**Metal layers overlaid**

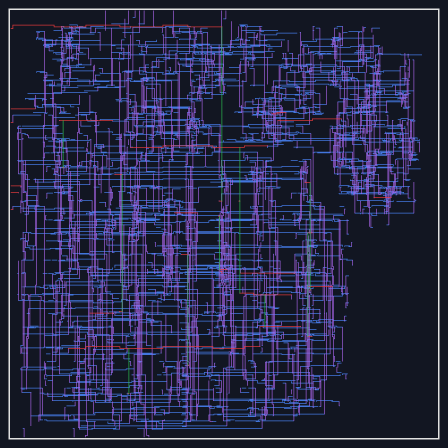
**I/O pins on the die edge**

Pins as bars across the die edge, other pins in grey.
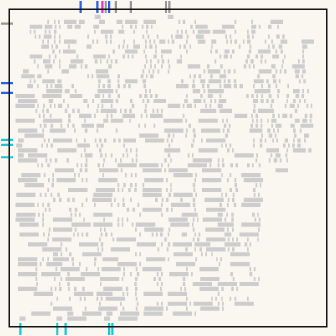
**Gate families picked out**

The bar under the picture is 50 um long.
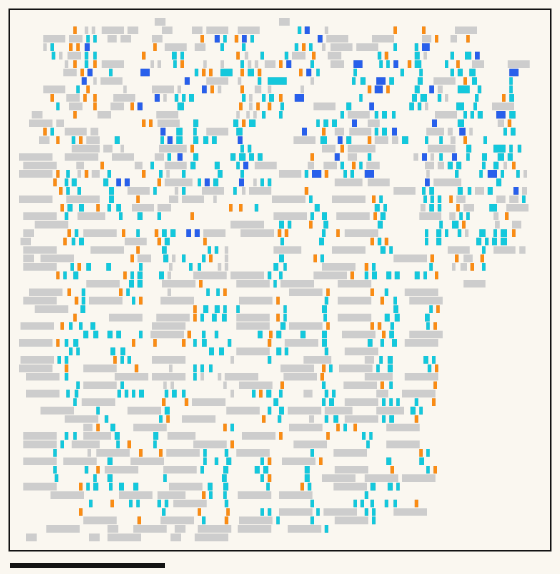
**Clock routing**

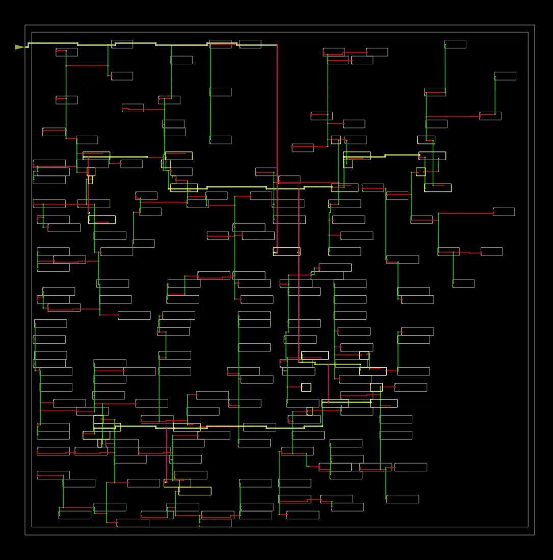
**Where the registers sit**

Other sequential cells in the stronger grey, the rest of the logic in the fainter grey.
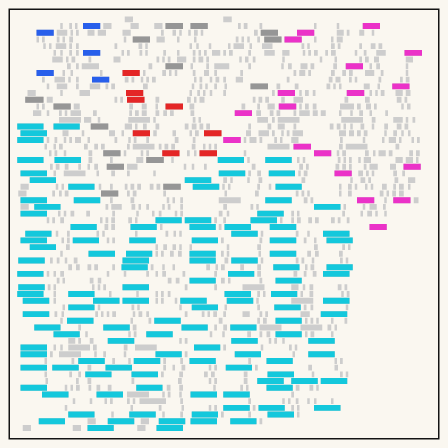
==> config.mk <==
export PLATFORM = sky130hd
export DESIGN_NAME = uart_tx_fifo_flat
export DESIGN_NICKNAME = d
export VERILOG_FILES = /design/src/rtl/uart_pkg.sv /design/src/rtl/uart_tx_fifo_if.sv /design/src/rtl/sync_fifo.sv /design/src/rtl/uart_tx_fifo.sv /design/src/flat_wrapper.sv
export SDC_FILE = /design/constraint.sdc
export NUM_CORES = 1
export LEC_CHECK = 0
export ABC_AREA = 1
export CELL_PAD_IN_SITES_DETAIL_PLACEMENT = 1
export CELL_PAD_IN_SITES_GLOBAL_PLACEMENT = 1
export CORE_MARGIN = 2
export CORE_UTILIZATION = 30
export CTS_CLUSTER_DIAMETER = 60
export DETAILED_ROUTE_END_ITERATION = 8
export PLACE_DENSITY_LB_ADDON = 0.1
export SLEW_MARGIN = 20
export SYNTH_ARGS = -nofsm -noshare
export SYNTH_HDL_FRONTEND = slang
export SYNTH_HIERARCHICAL = 1
export SYNTH_SLANG_ARGS = --single-unit
export TNS_END_PERCENT = 30
==> constraint.sdc <==
create_clock -name sys_clk_i -period 8.74 [get_ports sys_clk_i]
set_input_delay 1.748 -clock sys_clk_i [delete_from_list [all_inputs] [get_ports sys_clk_i]]
set_output_delay 1.748 -clock sys_clk_i [all_outputs]
set_load 0.02 [all_outputs]
==> notes.md <==
Implementation status.

- The flow ran to the end, and the final reports show no timing, DRC or antenna violations.
- The clock input transition at the sequential cells of the worst setup and hold paths is around 0.070 ns.
- TritonCTS built the clock tree.
- The floorplan report gives the top-level pin count as 20.
- The total of flip-flops plus latches after synthesis is around 170.
- After synthesis, the cell types taking the most area are edfxtp_1 44%, nand2_1 12%, dfxtp_1 11%, nand3_1 8.7%, inv_1 7.2%.
- The total of hold buffers inserted after clock tree synthesis is 0.
- 0 antenna diodes ended up in the layout.
- At the later pin of the worst-skew pair, clock insertion delay measures ~0.43 ns.
- For this run the detailed placement stage logged an HPWL of approximately 14 mm.
- In the final layout, the multi-input gates occupy roughly 3000 um^2.
- The normalized max-slew margin is 34.9%.
- Summing the sequential cell areas from Yosys gives ~55% of the chip area.
- Per the CTS log, the buffer count on the longest clock path is 2.
- The number of rows created at floorplan is between 60 and 70.
- Max-cap violations in this run came to 0.
- The number of buffers inserted during clock tree synthesis is 17.
- The register-to-register setup slack is 4.24 ns.
- Setup repair after global routing left no endpoint under its margin.
- The global routing report lists met3 layer usage as around 3.1%.
- Summed over all combinational cells, the power is between 0.0005 and 0.0006 W.
- After synthesis, the most frequently instantiated cells are 288 x nand2_1, 167 x inv_1, 151 x nand3_1, 128 x edfxtp_1, 59 x nor2_1.
- The OpenROAD report gives the critical path a required time of about 9 ns.
- The average footprint of a synthesized cell is 8.59 um^2.
- The non-clock inverters instantiated in the layout total 178.
- In the layout the commonest cells are 288 x nand2_1, 167 x inv_1, 151 x nand3_1.
- The layout clock buffer count is 20.
- The number of global-route vias before repair is ~6600.
- The net count after synthesis is around 1000.
- The area fraction in xor and xnor cells is under 10%.
- After global routing the overflow that remains totals 0.
- Counting instances, the worst hold path has a depth of 2.
- For this design the ratio of total power to cell area is between 200 and 250 nW/um^2.
- The share of synthesized registers carrying an async set or reset is 0%.
- Measured against the total synthesized area, the mux share comes to 0%.
- Entering global routing, the biggest net connects around 67 pins.
- The placed cell count is roughly 1400.
- The biggest area consumer among synthesized cells is edfxtp_1.
- The final setup violation count is 0.
- The power report shows net switching accounting for 33.8% of the total.
- The logs give a warning total of 30.
- The number of violations reported at the end of detailed-routing iteration 0 is 286.
- The final tally of max-slew violations is 0.
- The transition time recorded at the tightest slew-check pin is roughly 0.97 ns.
- After routing the design area is approximately 9700 um^2.
- Looking at the power breakdown, the clock network takes 32.3% of the total.
- The number of routed nets with antenna violations is 0.
- The yosys-reported design area after synthesis is 8650 um^2.
- The cell area after synthesis is between 8000 and 9000 um^2.
- During tapcell insertion the tool placed 384 well taps.
- The number of antenna violations at the first check in global routing is 0.
- The kind of path behind the tightest hold check is reg -> reg.
- The net switching component of the power is 0.000779 W.
- The arrival time at the worst endpoint is approximately 5 ns.
- Timing analysis after detailed placement gives a worst setup slack of between 3 and 4 ns.
- The number of cells in the yosys synthesis report is between 1000 and 1500.
- By instance count, the leading cell after synthesis is nand2_1.
- Across the routed clock network, the largest skew measured is around 0.012 ns.
- The worst path uses a little over half of the clock period.
- The fraction of final layout cells with drive strength greater than 1 is under 10%.
- The internal cell power is between 0.0015 and 0.002 W.
- The chip occupies slightly above 30000 um^2.
- The number of vias per cell after detailed routing is ~4.5.
- Counting endpoints that fail hold in the final report gives 0.
- Clock cells make up 5.86% of the layout cell area.
- For reference, the most critical setup path is categorized as in -> reg.
- The H-tree level count is 4.
- The worst setup path is captured at a flop.
- The startpoint type of the worst setup path is an input pin.
- In this build the clock could be raised as far as 216 MHz.
- The first global-routing pass estimated between 30 and 40 mm of wire.
About 'metal layers overlaid':
- M3: red (wire length 417 um)
- M1: blue (wire length 10900 um)
- M2: purple (wire length 11000 um)
- M4: green (wire length 388 um)
overall track demand over capacity in global routing: 15.8%
vias post-DR: 6318
total detailed-routing wirelength: 22.7 mm
mean routed wirelength per cell: 16.0 um

About 'I/O pins on the die edge':
- `wr_tx_ready_o`: magenta (pins 1; direction output; edge north)
- `wr_tx_data_i`: cyan (pins 8; direction input; edge 5 south, 3 west)
- `fifo_count_o`: blue (pins 5; direction output; edge 3 north, 2 west)
count of buffers from port buffering: 19
die height: 174 um
horizontal die dimension: 174 um

About 'gate families picked out':
- inv cells: orange (cells 178; where widely spread)
- nand cells: cyan (cells 465; where widely spread)
- aoi and oai cells: blue (cells 50)
most used logic cell in the final layout: nand2_1
combinational fraction of the cell area: 30.8%

About 'clock routing':
Sinks on Clock Net: 174
power drawn by the clock network: 0.000745 W
seq_cells: 174

About 'where the registers sit':
- `u_core/acc_q`: magenta (placed flops 18)
- `u_core/u_fifo/count`: blue (placed flops 5; where north-west)
- `u_core/u_fifo/mem_q`: cyan (placed flops 128)
- `u_core/shift_q`: red (placed flops 8)
- not coloured: 15
Core Util, Final: 33.9%
FF+latch area: 4770 um^2
sequential power: 0.000973 W
sequential share of cell area: 49.2%

-- critical path, stage by stage --
cell and delay, ns:
clkdlybuf4s50_1 0.45, inv_1 0.04, nor2_1 0.26, inv_1 0.10
nor2_1 0.11, nand3_1 0.30, nand2_1 0.43, o21ai_0 0.15
inv_1 0.10, ha_1 0.23, inv_1 0.06, ha_1 0.15
inv_1 0.06, fa_1 0.38, inv_1 0.06, nand2_1 0.06
nand2_1 0.06, a21oi_1 0.07, nand2_1 0.06, nand2_1 0.04
nor2_1 0.11
-- metal layers --
layer / up-vias / wire length (um)
li1: 3233 / -
met1: 3015 / 10900
met2: 49 / 11000
met3: 21 / 416
met4: 0 / 388
met5: - / 0
Power figures rest on the tool's default switching activity, not on a simulated workload.
